Fig. 1: run 1, M1 wires
Scale bar: 20 um. Supply wires on this layer in grey.
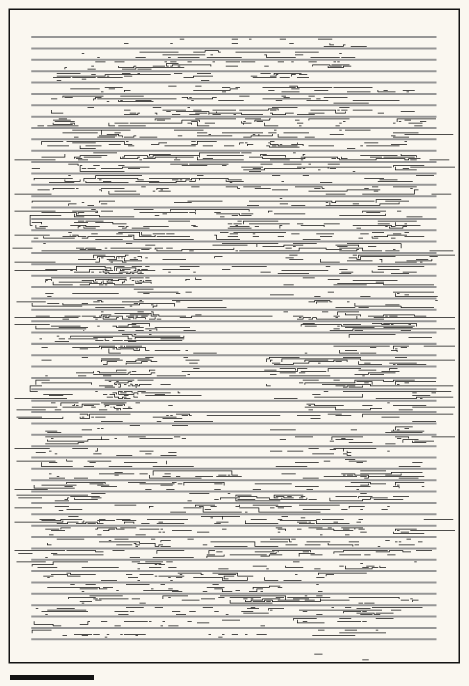
Fig. 2: run 1, clock wiring as the flow saved it
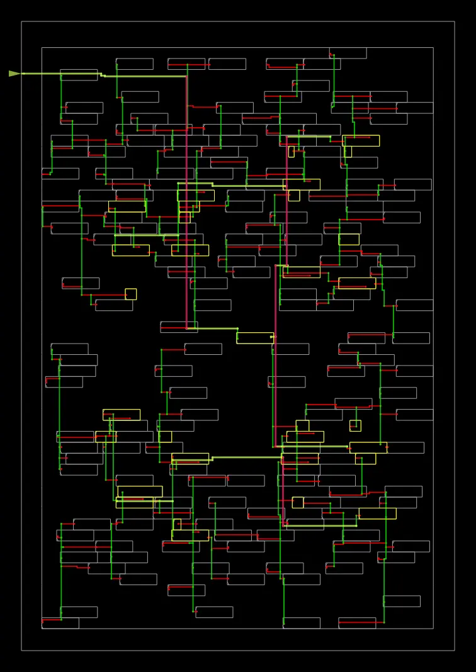
Fig. 3: run 1, signal wires on met2
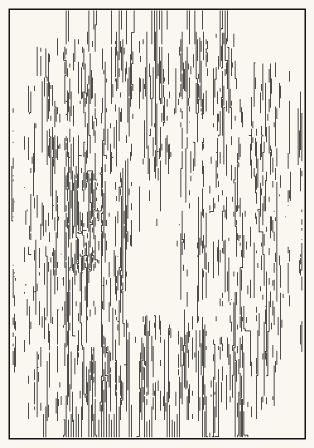
### config.mk
export PLATFORM = sky130hd
export DESIGN_NAME = instr_fetch_ctrl_flat
export DESIGN_NICKNAME = d
export VERILOG_FILES = /design/src/rtl/instr_fetch_ctrl_pkg.sv /design/src/rtl/instr_fetch_ctrl_if.sv /design/src/rtl/instr_fetch_ctrl_fifo.sv /design/src/rtl/instr_fetch_ctrl.sv /design/src/flat_wrapper.sv
export SDC_FILE = /design/constraint.sdc
export NUM_CORES = 1
export LEC_CHECK = 0
export CORE_ASPECT_RATIO = 1.5
export CORE_MARGIN = 5
export CORE_UTILIZATION = 50
export DETAILED_ROUTE_END_ITERATION = 8
export GPL_ROUTABILITY_DRIVEN = 0
export PLACE_DENSITY_LB_ADDON = 0.25
export SLEW_MARGIN = 5
export SYNTH_ARGS = -nofsm -noshare
export SYNTH_HDL_FRONTEND = slang
export SYNTH_SLANG_ARGS = --single-unit
### constraint.sdc
create_clock -name clk -period 3.5 [get_ports clk]
set_input_delay 0.7 -clock clk [delete_from_list [all_inputs] [get_ports clk]]
set_output_delay 0.7 -clock clk [all_outputs]
set_load 0.01 [all_outputs]
### src/rtl/instr_fetch_ctrl_pkg.sv
// Shared fetch definitions: FIFO entry layout, FSM encodings, default FIFO depth.
// Latency: n/a (types and constants only).
// Backpressure: n/a.
package instr_fetch_ctrl_pkg;

  // One buffered fetch: the PC it came from plus the instruction word.
  typedef struct packed {
    logic [31:0] pc;
    logic [31:0] instr;
  } entry_t;

  typedef enum logic {
    ST_RUN  = 1'b0,
    ST_HALT = 1'b1
  } state_e;

  localparam int DEFAULT_DEPTH = 2;

endpackage

### src/rtl/instr_fetch_ctrl_if.sv
// Fetch-side bus: memory address/data, redirect request, decode handshake, fault flag.
// Latency: n/a (wires only).
// Backpressure: out_ready from decode stalls the head entry.
interface instr_fetch_ctrl_if;
  logic [31:0] imem_addr;
  logic [31:0] imem_rd;
  logic        redirect_valid;
  logic [31:0] redirect_pc;
  logic        out_valid;
  logic        out_ready;
  logic [31:0] out_instr;
  logic [31:0] out_pc;
  logic        fault;

  // master: the fetch controller; slave: memory + redirect source + decode.
  modport master (
    output imem_addr, out_valid, out_instr, out_pc, fault,
    input  imem_rd, redirect_valid, redirect_pc, out_ready
  );

  modport slave (
    input  imem_addr, out_valid, out_instr, out_pc, fault,
    output imem_rd, redirect_valid, redirect_pc, out_ready
  );
endinterface

### src/rtl/instr_fetch_ctrl_fifo.sv
// Generic DEPTH x entry_t synchronous FIFO with push/pop/flush; flush beats push and pop.
// Latency: a push is visible at the head the cycle after it is written.
// Backpressure: push ignored when full unless a pop frees a slot in the same cycle.
// Ports: clk/rst_n, push_i/push_dat_i, pop_i, flush_i, count_o, head_vld_o/head_dat_o.
module instr_fetch_ctrl_fifo
  import instr_fetch_ctrl_pkg::*;
#(
  parameter  int DEPTH = DEFAULT_DEPTH,
  localparam int AW    = $clog2(DEPTH),
  localparam int CW    = $clog2(DEPTH + 1)
) (
  input  logic          clk,
  input  logic          rst_n,
  input  logic          push_i,
  input  entry_t        push_dat_i,
  input  logic          pop_i,
  input  logic          flush_i,
  output logic [CW-1:0] count_o,
  output logic          head_vld_o,
  output entry_t        head_dat_o
);

  entry_t        mem_q [DEPTH];
  logic [AW-1:0] rd_ptr_q;
  logic [AW-1:0] wr_ptr_q;
  logic [CW-1:0] count_q;
  logic          do_pop;
  logic          do_push;

  assign do_pop  = pop_i && (count_q != '0);
  assign do_push = push_i && ((count_q < CW'(DEPTH)) || do_pop);

  always_ff @(posedge clk or negedge rst_n) begin
    if (!rst_n) begin
      rd_ptr_q <= '0;
      wr_ptr_q <= '0;
      count_q  <= '0;
      // Cleared so the head reads as zero out of reset.
      for (int i = 0; i < DEPTH; i++) mem_q[i] <= '0;
    end else if (flush_i) begin
      rd_ptr_q <= '0;
      wr_ptr_q <= '0;
      count_q  <= '0;
    end else begin
      if (do_push) begin
        mem_q[wr_ptr_q] <= push_dat_i;
        wr_ptr_q        <= wr_ptr_q + AW'(1);
      end
      if (do_pop) rd_ptr_q <= rd_ptr_q + AW'(1);
      count_q <= count_q + CW'(do_push) - CW'(do_pop);
    end
  end

  assign count_o    = count_q;
  assign head_vld_o = (count_q != '0);
  assign head_dat_o = mem_q[rd_ptr_q];

endmodule

### src/rtl/instr_fetch_ctrl.sv
// Fetch sequencer: owns the PC, reads combinational imem, buffers {pc,instr} into a skid FIFO.
// Latency: PC presented in cycle N is at the FIFO head in cycle N+1; redirect target in N+2.
// Backpressure: out_ready=0 fills the FIFO, then the PC freezes; no bubble on release.
// Ports: clk, rst_n, bus (master): imem_addr/imem_rd, redirect_*, out_* handshake, fault.
module instr_fetch_ctrl
  import instr_fetch_ctrl_pkg::*;
#(
  parameter logic [31:0] RESET_PC   = 32'h0000_0000,
  parameter int          IMEM_WORDS = 64,
  parameter int          DEPTH      = DEFAULT_DEPTH
) (
  input logic                clk,
  input logic                rst_n,
  instr_fetch_ctrl_if.master bus
);

  localparam int          CW        = $clog2(DEPTH + 1);
  // Kept at 33 bits so a 2^30-word memory does not overflow the bound.
  localparam logic [32:0] PC_LIMIT  = 33'(IMEM_WORDS) * 33'd4;

  state_e        state_q, state_d;
  logic [31:0]   pc_q, pc_d;
  logic          pc_legal;
  logic          can_push;
  logic          pop;
  logic          push;
  logic          flush;
  logic [CW-1:0] count;
  logic          head_vld;
  entry_t        head_dat;
  entry_t        push_dat;

  assign pc_legal = (pc_q[1:0] == 2'b00) && ({1'b0, pc_q} < PC_LIMIT);
  assign pop      = head_vld && bus.out_ready;
  // A same-cycle pop frees a slot, so a full FIFO still streams at full rate.
  assign can_push = (count < CW'(DEPTH)) || pop;
  assign push_dat = '{pc: pc_q, instr: bus.imem_rd};

  always_ff @(posedge clk or negedge rst_n) begin
    if (!rst_n) begin
      state_q <= ST_RUN;
      pc_q    <= RESET_PC;
    end else begin
      state_q <= state_d;
      pc_q    <= pc_d;
    end
  end

  always_comb begin
    state_d = state_q;
    pc_d    = pc_q;
    push    = 1'b0;
    flush   = 1'b0;
    if (bus.redirect_valid) begin
      // Redirect wins in every state; legality of the target is judged next cycle.
      flush   = 1'b1;
      pc_d    = bus.redirect_pc;
      state_d = ST_RUN;
    end else if (state_q == ST_RUN && can_push) begin
      if (pc_legal) begin
        push = 1'b1;
        pc_d = pc_q + 32'd4;
      end else begin
        state_d = ST_HALT;
      end
    end
  end

  instr_fetch_ctrl_fifo #(.DEPTH(DEPTH)) u_fifo (
    .clk        (clk),
    .rst_n      (rst_n),
    .push_i     (push),
    .push_dat_i (push_dat),
    .pop_i      (pop),
    .flush_i    (flush),
    .count_o    (count),
    .head_vld_o (head_vld),
    .head_dat_o (head_dat)
  );

  assign bus.imem_addr = pc_q;
  assign bus.out_valid = head_vld;
  assign bus.out_instr = head_dat.instr;
  assign bus.out_pc    = head_dat.pc;
  assign bus.fault     = (state_q == ST_HALT);

endmodule

### src/flat_wrapper.sv
// flat-port wrapper written by rule: the top's interface ports become plain ports
module instr_fetch_ctrl_flat import instr_fetch_ctrl_pkg::*;
#(
  parameter logic [31:0] RESET_PC   = 32'h0000_0000,
  parameter int          IMEM_WORDS = 64,
  parameter int          DEPTH      = DEFAULT_DEPTH
)
  (clk, rst_n, bus_imem_addr, bus_out_valid, bus_out_instr, bus_out_pc, bus_fault, bus_imem_rd, bus_redirect_valid, bus_redirect_pc, bus_out_ready);
  instr_fetch_ctrl_if bus_i ();
  input logic clk;
  input logic rst_n;
  output wire logic [$bits(bus_i.imem_addr)-1:0] bus_imem_addr;
  output wire logic [$bits(bus_i.out_valid)-1:0] bus_out_valid;
  output wire logic [$bits(bus_i.out_instr)-1:0] bus_out_instr;
  output wire logic [$bits(bus_i.out_pc)-1:0] bus_out_pc;
  output wire logic [$bits(bus_i.fault)-1:0] bus_fault;
  input wire logic [$bits(bus_i.imem_rd)-1:0] bus_imem_rd;
  input wire logic [$bits(bus_i.redirect_valid)-1:0] bus_redirect_valid;
  input wire logic [$bits(bus_i.redirect_pc)-1:0] bus_redirect_pc;
  input wire logic [$bits(bus_i.out_ready)-1:0] bus_out_ready;
  assign bus_imem_addr = bus_i.imem_addr;
  assign bus_out_valid = bus_i.out_valid;
  assign bus_out_instr = bus_i.out_instr;
  assign bus_out_pc = bus_i.out_pc;
  assign bus_fault = bus_i.fault;
  assign bus_i.imem_rd = bus_imem_rd;
  assign bus_i.redirect_valid = bus_redirect_valid;
  assign bus_i.redirect_pc = bus_redirect_pc;
  assign bus_i.out_ready = bus_out_ready;
  instr_fetch_ctrl #(.RESET_PC(RESET_PC), .IMEM_WORDS(IMEM_WORDS), .DEPTH(DEPTH)) u_core (.clk(clk), .rst_n(rst_n), .bus(bus_i));
endmodule
==> results.cfg, run 1 <==
; physical design summary
[run_status]
status = complete, no violations

[setup_path]
r2r_cells = 9
crit_cells = 3
crit-reg2reg-launch = u_core.bus.imem_addr[14]$_DFFE_PN0N_
critical_path.cell_chain = buf_4 > mux2_2 > clkdlybuf4s50_1
crit_path_start_kind = flip-flop
cp-endpoint = bus_out_instr[13]
crit_arrival_ns = 2.20
crit_family = buffers and inverters
critPathBufInv = 2
critical_path.slowest_cell = buf_4
cp-end-kind = primary output

[route]
drt_iter0_markers = 236
dr.pass1.iters = 4
drc = 0
met2RoutedLength_um = 7950
routedWlPerCell_um = 17.8
highest_layer = met4
ant_nets = 0

[power_and_ir_drop]
pg_seq_w = 0.00200
swShare_pct = 23.9
comb_power_share_pct = 12.1
intPower_w = 0.00329
power.sequential.fraction_pct = 46.3
power.density_nw_per_um2 = 455
leakage_nw = 4.53
p_clk_share_pct = 41.6
peakVddDrop_v = 0.000420

[yosys]
syn-instance-count = 491
synth.cell_area_um2 = 7110
synth_top_area_share_pct = 58.0
synth_flops = 165
synthMuxAreaShare_pct = 27.9
xor_share_pct = 0.369
synth_area_per_cell_um2 = 14.5
ys_top_logic_family = multiplexers
ys_cells = 491
ys_seq_share_pct = 58.0
ys_chip_area_um2 = 7110
top_cell = dfrtp_1
synthSimpleGateAreaFrac_pct = 9.57
common_cells = dfrtp_1, mux2_2, and2_1, mux2_4, clkbuf_1
synth.area.top_cells = dfrtp_1, mux2_2, mux2_4
synthAoiAreaFrac_pct = 1.42
syn_nets = 562

[sta]
tns_ns = 0
post-route-worst-setup-slack_ns = 0.604
max_freq_ghz = 0.345
hold_viol = 0
final_max_slew_viol_count = 0
whs_ns = 0.294
relSlewSlack_pct = 38.6
worst_pin_slew_ns = 0.921

[final_layout]
fillers = 1011
clock_area_share_pct = 6.08
final_util_pct = 68.1
largest_class = flip-flops and latches
n_all_buffers = 172
logic_area_um2 = 2840
layout-drive-gt1-share_pct = 32.1
diodes = 0
n_all_inverters = 4
sh_comb_area_pct = 29.8
area_growth_pct = 33.9
layout_top_cells = clkdlybuf4s50_1, dfrtp_1, mux2_2, and2_1, mux2_4
num-multi-input-gates = 294
largest-register = u_core.u_fifo.mem_q
design_area_um2 = 9520

[clocking]
postCtsSetupBuffers = 0
h-tree-depth = 4
root_buffer = clkbuf_16
cts_buffers = 17
clock-sinks = 165

[global_route]
grt_pass1_vias = 4980
grt_first_pass_wirelength_um = 25200
grt_max_degree = 85
met3_usage_pct = 6.00
grt_overflow_total = 0

[floorplanning]
dieWidth_um = 107
coreArea_um2 = 14000
nWellTaps = 192
die_y_um = 156
boundaryPins = 166
num_rows = 53
initial_core_util_pct = 50.8

[job]
warnings = 26
maxCapViolCount = 0

[placement]
preCtsSetupSlack_ns = 0.531
port_buffers = 165
hpwl_um = 10400

[min_path]
min-delay-path-class = in2async
About Fig. 1:
The longest straight run is 27.6 um. 652 nets have wire on it.
grt met1 use: 23.0%
final wirelength: 15,300 um
vias post-DR: 4,460

About Fig. 2:
Final Skew: 0.00723 ns
Worst-Skew Late Latency: 0.41 ns
Power Clock: 0.00180 W
Flops: 165

About Fig. 3:
The wires run mostly vertical. The longest straight run is 51.0 um. 671 nets have wire on it.
M2 GR Usage: 33.0%

--- run 2 (diff from run 1) ---
Settings changed: CORE_UTILIZATION 50 to 45.
Clock period 3.5 ns to 2.5 ns, I/O delays scaled along.
Fig. 4: run 2, M1 wires
Scale bar: 20 um. Supply wires on this layer in grey.
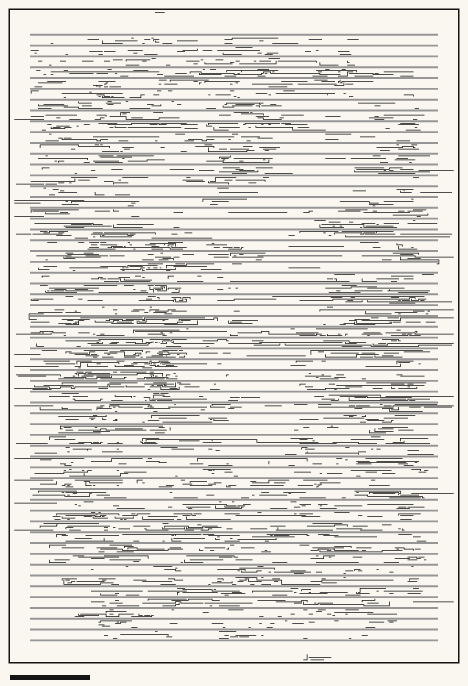
The wires run mostly horizontal. 667 nets have wire on it. The layer holds 42% of the routed length.
vias post-DR: 4,531
final wirelength: 15,800 um

Fig. 5: run 2, gate families picked out
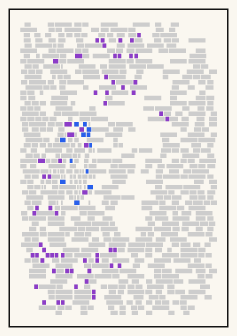
Key: AND and OR gates = purple [cells 63, most used and2_1]; inverting AOI/OAI gates = blue [cells 12]
combinational share of cell area: 29.0%
Non-Filler Instances: 890

Fig. 6: run 2, signal wires on met2
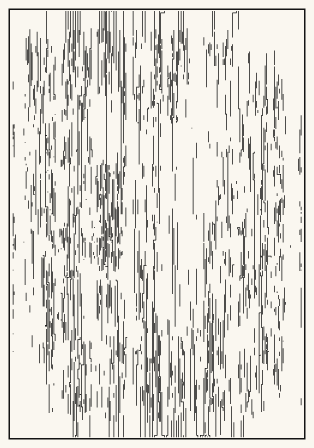
The wires run mostly vertical. The layer holds 50% of the routed length. The longest straight run is 51.8 um.
M2 GR Usage: 30.0%

==> run 2 against run 1 <==
Clock power grew 41%. Setup slack lost 0.54 ns. Final area increased by 3.5%. Combinational power rose by 51%. Non-clock buffer count is 20 higher. Routed wire length rose by 3.5%. Global-route usage is 1.2 points lower. Via count is 1.6% higher. Power rose by 42%. Clock skew grew 0.0063 ns. Utilization shrank 5.0 points. Sequential share of layout area down 1.5 points.
==> results.cfg, run 2 <==
; physical design summary
[yosys]
ys.flop_type = dfrtp_1
synthAoiAreaFrac_pct = 1.42
ys_seq_share_pct = 58.0
yosysTopAreaCell = dfrtp_1
ys_top_logic_family = multiplexers
synth_flops = 165
synth_top_area_share_pct = 58.0
synth.cell_area_um2 = 7110
ys_sh_adder_pct = 0.528
synthSimpleGateAreaFrac_pct = 9.57
ys_chip_area_um2 = 7110
ys_cells = 491
syn-instance-count = 491
syn_nets = 562
xor_share_pct = 0.369
common_cells = dfrtp_1, mux2_2, and2_1, mux2_4, clkbuf_1
yosys.cell_types.count = 39
synthMuxAreaShare_pct = 27.9
synth_area_per_cell_um2 = 14.5
top_cell = dfrtp_1
synth.area.top_cells = dfrtp_1, mux2_2, mux2_4

[setup_path]
r2r_end = u_core.u_fifo.count_o[1]$_DFF_PN0_
crit-reg2reg-launch = u_core.bus.imem_addr[30]$_DFFE_PN0N_
critPathKind = reg2out
critPathBufInv = 2
crit_arrival_ns = 1.94
cp-end-kind = primary output
cp-endpoint = bus_out_pc[20]
critical_path.slowest_cell = clkdlybuf4s50_1
reg2reg_slack_ns = 0.06
crit_family = buffers and inverters
critical_path.cell_chain = buf_12 > mux2_2 > clkdlybuf4s50_1
crit_path_start_kind = flip-flop
r2r_cells = 9
critPathMaxFanout = 36
crit_cells = 3

[global_route]
grt_overflow_total = 0
met1_usage_pct = 22.1
grt_max_degree = 58
grt_pass1_vias = 5200
met3_usage_pct = 6.34
grt_antenna_before_repair = 0
grtUsageTotal_pct = 18.0
grt-busiest-layer = met2
grt_first_pass_wirelength_um = 26500

[power_and_ir_drop]
p_switching_w = 0.00162
power_leader = registers
leakage_nw = 5.25
power.sequential.fraction_pct = 45.8
pg_seq_w = 0.00281
intPower_w = 0.00451
power.density_nw_per_um2 = 622
swShare_pct = 26.5
comb_power_share_pct = 12.9
powerClk_w = 0.00254
p_clk_share_pct = 41.4
peakVddDrop_v = 0.000391
power_w = 0.00614

[clocking]
clock_latency_ns = 0.42
clk_pin_slew_ns = 0.07
cts_buffers = 17
cts_tree = built
root_buffer = clkbuf_16
clock-sinks = 165
postCtsSetupBuffers = 0
h-tree-depth = 4
clock_path_buffers = 2

[floorplanning]
die_y_um = 164
initial_core_util_pct = 45.5
boundaryPins = 166
dieWidth_um = 113
nWellTaps = 203
num_rows = 56
coreArea_um2 = 15600

[final_layout]
fillers = 1170
flops = 165
fin_nets = 745
clkbuf_count = 17
clock_area_share_pct = 5.95
n_all_buffers = 192
largest_reg_flops = 128
num-multi-input-gates = 294
logic_area_um2 = 2860
diodes = 0
n_all_inverters = 4
layout-drive-gt1-share_pct = 34.6
final_util_pct = 63.1
design_area_um2 = 9860
layout_top_cells = dfrtp_1, clkdlybuf4s50_1, mux2_2, and2_1, mux2_4
area_growth_pct = 38.6
largest_class = flip-flops and latches
largest-register = u_core.u_fifo.mem_q

[sta]
post-route-worst-setup-slack_ns = 0.0622
hold_viol = 0
final_max_slew_viol_count = 0
tns_ns = 0
worst_pin_slew_ns = 0.515
fin_crit_sh_pct = 97.5
relSlewSlack_pct = 65.7
whs_ns = 0.0222
finClkSkew_ns = 0.0135
rsz0062_at_grt = yes
max_freq_ghz = 0.410
finalSetupViolations = 0

[route]
ant_nets = 0
routedWlPerCell_um = 17.8
highest_layer = met4
dr.pass1.iters = 4
drt-met1-wl_um = 6680
met2RoutedLength_um = 7930
drc = 0
drt_iter0_markers = 156
met3_length_um = 1050

[job]
warnings = 27
maxCapViolCount = 0

[min_path]
min-delay-path-class = in2async

[run_status]
status = complete, no violations

[placement]
port_buffers = 165
hpwl_um = 10900
preCtsSetupSlack_ns = 0.0278
place_area_um2 = 9120
Power figures rest on the tool's default switching activity, not on a simulated workload.
